File: src/rtl/calc_pkg.sv
// Shared definitions for the calculator sequencer: FSM state encoding, opcodes,
// display constants and default widths.
`default_nettype none

package calc_pkg;

   localparam int DATA_W_DEF  = 8;
   localparam int OP_W_DEF    = 3;
   localparam int NUM_OPS_DEF = 5;
   localparam int TIMEOUT_DEF = 255;

   localparam logic [2:0] OP_ADD = 3'd0;
   localparam logic [2:0] OP_SUB = 3'd1;
   localparam logic [2:0] OP_AND = 3'd2;
   localparam logic [2:0] OP_OR  = 3'd3;
   localparam logic [2:0] OP_XOR = 3'd4;

   localparam logic [3:0] ERR_NIBBLE = 4'hE;

   typedef enum logic [2:0] {
      ST_IDLE    = 3'd0,
      ST_LOAD_A  = 3'd1,
      ST_LOAD_B  = 3'd2,
      ST_LOAD_OP = 3'd3,
      ST_ISSUE   = 3'd4,
      ST_WAIT    = 3'd5,
      ST_SHOW    = 3'd6,
      ST_ERROR   = 3'd7
   } state_t;

endpackage

`default_nettype wire

File: src/rtl/calc_sequencer_if.sv
// Bundles the user-input, ALU handshake and display signals of the sequencer.
`default_nettype none

interface calc_sequencer_if import calc_pkg::*; #(
   parameter int DATA_W = DATA_W_DEF,
   parameter int OP_W   = OP_W_DEF
);
   logic              select_pulse;
   logic              restart;
   logic [DATA_W-1:0] rotary_value;
   logic [DATA_W-1:0] alu_result;
   logic              alu_flag;
   logic              alu_done;
   logic              alu_start;
   logic [DATA_W-1:0] alu_a;
   logic [DATA_W-1:0] alu_b;
   logic [OP_W-1:0]   alu_op;
   logic              disp_load;
   logic [3:0]        disp_tens;
   logic [3:0]        disp_units;
   logic              led_flag;
   logic              busy;

   modport master (
      input  select_pulse, restart, rotary_value, alu_result, alu_flag, alu_done,
      output alu_start, alu_a, alu_b, alu_op, disp_load, disp_tens, disp_units,
             led_flag, busy
   );

   modport slave (
      output select_pulse, restart, rotary_value, alu_result, alu_flag, alu_done,
      input  alu_start, alu_a, alu_b, alu_op, disp_load, disp_tens, disp_units,
             led_flag, busy
   );
endinterface

`default_nettype wire

File: src/rtl/calc_sequencer_cycle_timer.sv
// Clear/enable cycle counter that saturates at its terminal count TIMEOUT-1.
`default_nettype none

module cycle_timer #(
   parameter int TIMEOUT = 255
) (
   input  logic clk,
   input  logic rst,
   input  logic clear,
   input  logic enable,
   output logic terminal
);
   localparam int CNT_W = $clog2(TIMEOUT + 1);

   logic [CNT_W-1:0] count;

   assign terminal = (count >= CNT_W'(TIMEOUT - 1));

   always_ff @(posedge clk or posedge rst) begin
      if (rst) begin
         count <= '0;
      end else if (clear) begin
         count <= '0;
      end else if (enable && !terminal) begin
         count <= count + CNT_W'(1);
      end
   end
endmodule

`default_nettype wire

File: src/rtl/calc_sequencer.sv
// Operation sequencer: captures A, B and opcode from the rotary value, runs one ALU
// operation via start/done and drives the two-digit display and LED.
`default_nettype none

module calc_sequencer import calc_pkg::*; #(
   parameter int DATA_W  = DATA_W_DEF,
   parameter int OP_W    = OP_W_DEF,
   parameter int NUM_OPS = NUM_OPS_DEF,
   parameter int TIMEOUT = TIMEOUT_DEF
) (
   input  logic             clk,
   input  logic             rst,
   calc_sequencer_if.master bus
);
   state_t            state;
   state_t            next_state;
   logic              op_valid;
   logic              timer_run;
   logic              timer_tc;
   logic              alu_start_reg;
   logic              busy_reg;
   logic              disp_load_reg;
   logic              led_reg;
   logic [DATA_W-1:0] a_reg;
   logic [DATA_W-1:0] b_reg;
   logic [OP_W-1:0]   op_reg;
   logic [7:0]        disp_reg;

   assign op_valid  = (bus.rotary_value < DATA_W'(NUM_OPS));
   // The ISSUE cycle counts toward the wait budget.
   assign timer_run = (state == ST_ISSUE) || (state == ST_WAIT);

   cycle_timer #(
      .TIMEOUT (TIMEOUT)
   ) u_timer (
      .clk      (clk),
      .rst      (rst),
      .clear    (!timer_run),
      .enable   (timer_run),
      .terminal (timer_tc)
   );

   always_comb begin
      next_state = ST_IDLE;
      case (state)
         ST_IDLE:    next_state = bus.select_pulse ? ST_LOAD_A : ST_IDLE;
         ST_LOAD_A:  next_state = bus.select_pulse ? ST_LOAD_B : ST_LOAD_A;
         ST_LOAD_B:  next_state = bus.select_pulse ? ST_LOAD_OP : ST_LOAD_B;
         ST_LOAD_OP: next_state = (bus.select_pulse && op_valid) ? ST_ISSUE : ST_LOAD_OP;
         ST_ISSUE:   next_state = ST_WAIT;
         ST_WAIT:    next_state = bus.alu_done ? ST_SHOW : (timer_tc ? ST_ERROR : ST_WAIT);
         ST_SHOW:    next_state = bus.select_pulse ? ST_IDLE : ST_SHOW;
         ST_ERROR:   next_state = bus.select_pulse ? ST_IDLE : ST_ERROR;
         default:    next_state = ST_IDLE;
      endcase
      if (bus.restart) begin
         next_state = ST_IDLE;
      end
   end

   always_ff @(posedge clk or posedge rst) begin
      if (rst) begin
         state         <= ST_IDLE;
         alu_start_reg <= 1'b0;
         busy_reg      <= 1'b0;
         disp_load_reg <= 1'b0;
         led_reg       <= 1'b0;
         a_reg         <= '0;
         b_reg         <= '0;
         op_reg        <= '0;
         disp_reg      <= '0;
      end else begin
         state         <= next_state;
         alu_start_reg <= (next_state == ST_ISSUE);
         busy_reg      <= (next_state == ST_ISSUE) || (next_state == ST_WAIT);
         disp_load_reg <= (next_state != ST_IDLE);

         if (bus.restart) begin
            a_reg  <= '0;
            b_reg  <= '0;
            op_reg <= '0;
         end else begin
            if (state == ST_LOAD_A && next_state == ST_LOAD_B) begin
               a_reg <= bus.rotary_value;
            end
            if (state == ST_LOAD_B && next_state == ST_LOAD_OP) begin
               b_reg <= bus.rotary_value;
            end
            if (state == ST_LOAD_OP && next_state == ST_ISSUE) begin
               op_reg <= bus.rotary_value[OP_W-1:0];
            end
         end

         // Display and LED follow the state being entered; ISSUE/WAIT hold them.
         case (next_state)
            ST_IDLE: begin
               disp_reg <= '0;
               led_reg  <= 1'b0;
            end
            ST_LOAD_A, ST_LOAD_B: begin
               disp_reg <= 8'(bus.rotary_value);
            end
            ST_LOAD_OP: begin
               disp_reg <= 8'(bus.rotary_value[OP_W-1:0]);
            end
            ST_SHOW: begin
               if (state == ST_WAIT) begin
                  disp_reg <= 8'(bus.alu_result);
                  led_reg  <= bus.alu_flag;
               end
            end
            ST_ERROR: begin
               disp_reg <= {ERR_NIBBLE, ERR_NIBBLE};
               led_reg  <= 1'b1;
            end
            default: begin
               disp_reg <= disp_reg;
            end
         endcase
      end
   end

   assign bus.alu_start  = alu_start_reg;
   assign bus.busy       = busy_reg;
   assign bus.disp_load  = disp_load_reg;
   assign bus.led_flag   = led_reg;
   assign bus.alu_a      = a_reg;
   assign bus.alu_b      = b_reg;
   assign bus.alu_op     = op_reg;
   assign bus.disp_tens  = disp_reg[7:4];
   assign bus.disp_units = disp_reg[3:0];
endmodule

`default_nettype wire

File: src/flat_wrapper.sv
// flat-port wrapper written by rule: the top's interface ports become plain ports
module calc_sequencer_flat import calc_pkg::*;
#(
   parameter int DATA_W  = DATA_W_DEF,
   parameter int OP_W    = OP_W_DEF,
   parameter int NUM_OPS = NUM_OPS_DEF,
   parameter int TIMEOUT = TIMEOUT_DEF
)
  (clk, rst, bus_select_pulse, bus_restart, bus_rotary_value, bus_alu_result, bus_alu_flag, bus_alu_done, bus_alu_start, bus_alu_a, bus_alu_b, bus_alu_op, bus_disp_load, bus_disp_tens, bus_disp_units, bus_led_flag, bus_busy);
  calc_sequencer_if #(.DATA_W(DATA_W), .OP_W(OP_W)) bus_i ();
  input  logic clk;
  input  logic rst;
  input wire logic [$bits(bus_i.select_pulse)-1:0] bus_select_pulse;
  input wire logic [$bits(bus_i.restart)-1:0] bus_restart;
  input wire logic [$bits(bus_i.rotary_value)-1:0] bus_rotary_value;
  input wire logic [$bits(bus_i.alu_result)-1:0] bus_alu_result;
  input wire logic [$bits(bus_i.alu_flag)-1:0] bus_alu_flag;
  input wire logic [$bits(bus_i.alu_done)-1:0] bus_alu_done;
  output wire logic [$bits(bus_i.alu_start)-1:0] bus_alu_start;
  output wire logic [$bits(bus_i.alu_a)-1:0] bus_alu_a;
  output wire logic [$bits(bus_i.alu_b)-1:0] bus_alu_b;
  output wire logic [$bits(bus_i.alu_op)-1:0] bus_alu_op;
  output wire logic [$bits(bus_i.disp_load)-1:0] bus_disp_load;
  output wire logic [$bits(bus_i.disp_tens)-1:0] bus_disp_tens;
  output wire logic [$bits(bus_i.disp_units)-1:0] bus_disp_units;
  output wire logic [$bits(bus_i.led_flag)-1:0] bus_led_flag;
  output wire logic [$bits(bus_i.busy)-1:0] bus_busy;
  assign bus_i.select_pulse = bus_select_pulse;
  assign bus_i.restart = bus_restart;
  assign bus_i.rotary_value = bus_rotary_value;
  assign bus_i.alu_result = bus_alu_result;
  assign bus_i.alu_flag = bus_alu_flag;
  assign bus_i.alu_done = bus_alu_done;
  assign bus_alu_start = bus_i.alu_start;
  assign bus_alu_a = bus_i.alu_a;
  assign bus_alu_b = bus_i.alu_b;
  assign bus_alu_op = bus_i.alu_op;
  assign bus_disp_load = bus_i.disp_load;
  assign bus_disp_tens = bus_i.disp_tens;
  assign bus_disp_units = bus_i.disp_units;
  assign bus_led_flag = bus_i.led_flag;
  assign bus_busy = bus_i.busy;
  calc_sequencer #(.DATA_W(DATA_W), .OP_W(OP_W), .NUM_OPS(NUM_OPS), .TIMEOUT(TIMEOUT)) u_core (.clk(clk), .rst(rst), .bus(bus_i));
endmodule
File: config.mk
export PLATFORM = sky130hd
export DESIGN_NAME = calc_sequencer_flat
export DESIGN_NICKNAME = d
export VERILOG_FILES = /design/src/rtl/calc_pkg.sv /design/src/rtl/calc_sequencer_if.sv /design/src/rtl/calc_sequencer_cycle_timer.sv /design/src/rtl/calc_sequencer.sv /design/src/flat_wrapper.sv
export SDC_FILE = /design/constraint.sdc
export NUM_CORES = 1
export LEC_CHECK = 0
export ABC_AREA = 1
export CAP_MARGIN = 25
export CORE_MARGIN = 2
export CORE_UTILIZATION = 53
export CTS_BUF_LIST = sky130_fd_sc_hd__clkbuf_2
export DETAILED_ROUTE_END_ITERATION = 12
export PLACE_DENSITY = 0.9
export SLEW_MARGIN = 20
export SYNTH_ARGS = -nofsm -noshare
export SYNTH_HDL_FRONTEND = slang
export SYNTH_SLANG_ARGS = --single-unit
File: constraint.sdc
create_clock -name clk -period 3.8 [get_ports clk]
set_clock_uncertainty 0.15 [all_clocks]
set_input_delay 0.76 -clock clk [delete_from_list [all_inputs] [get_ports clk]]
set_output_delay 0.76 -clock clk [all_outputs]
set_load 0.02 [all_outputs]
m1.png
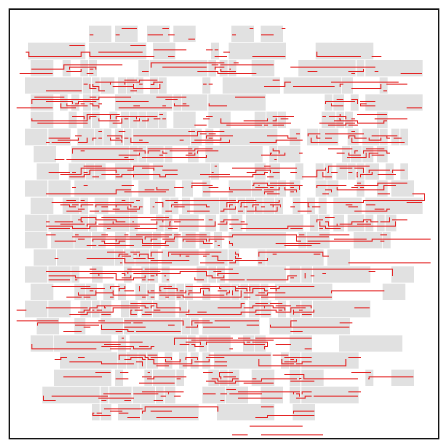
main direction: horizontal
longest straight run: 17.9 microns
wire length on this layer: 2270 microns
nets with wire on the layer: 310

m2.png
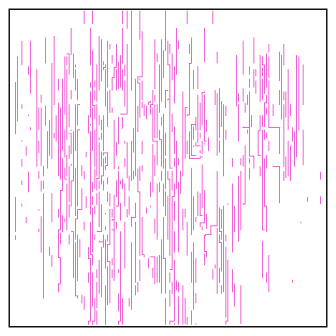
main direction: vertical
longest straight run: 22.4 microns
nets with wire on the layer: 293

m3.png
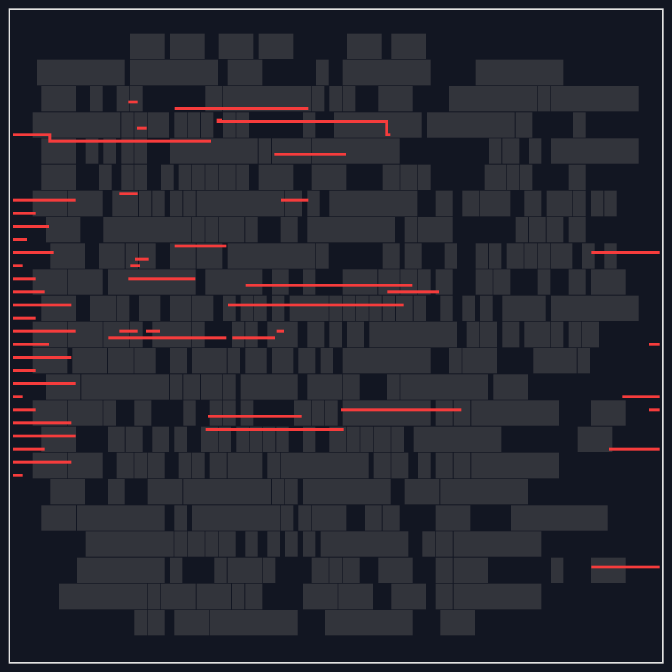
wire length on this layer: 277 microns
share of all routed wire: 5.3%
nets with wire on the layer: 41
longest straight run: 17.9 microns
main direction: horizontal

m4.png
The bar under the picture is 20 microns long.
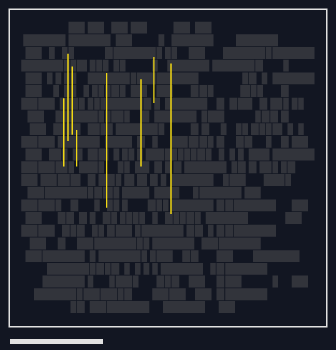
wire length on this layer: 143 microns
share of all routed wire: 2.7%
nets with wire on the layer: 8
main direction: vertical

congestion_map.png
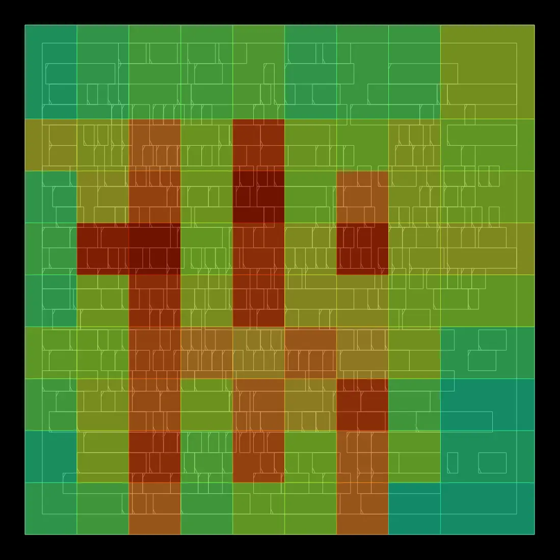
met3 usage: 6.00%
final core utilization: 70.4%
all-layer global routing usage: 25.5%

==> Changelog: implementation <==
### Metrics

- Status: finished, final reports clean
- GR Overflow Total: 0
- Cts-stage hold buffer count: 0
- Post-route cell area: 0.00278 sq mm
- Final Hold Viols: 0
- Number of gates given a new drive strength after cts: 0
- Simple-gate share of the synthesized area: 31.3%
- Startpoint of the worst hold path: u_core.bus.led_flag
- Detailed placer's ending HPWL: 3960 microns
- # diodes: 0
- Overall power of the completed layout: 0.000874 W
- Count of buffers added by post-CTS timing repair for setup: 0
- Top logic family: simple AND/OR/NAND/NOR gates
- Total clock sinks: 42
- Worst path bufs/invs: 1
- Cell row count: 23
- Post-detailed-routing wire length: 5260 microns
- Peak Freq: 0.370 GHz
- Most common flop cell mapped by yosys: dfrtp_1
- Worst path slowest cell: clkdlybuf4s50_1
- Number of nets in the finished design: 348
- Biggest area consumer among cell classes: sequential cells
- Met3 Routed Length: 276 microns
- Number of vias after detailed routing: 1991
- Ratio of total power to cell area: 315 mW/mm^2
Power is estimated from default activity; no workload was simulated.
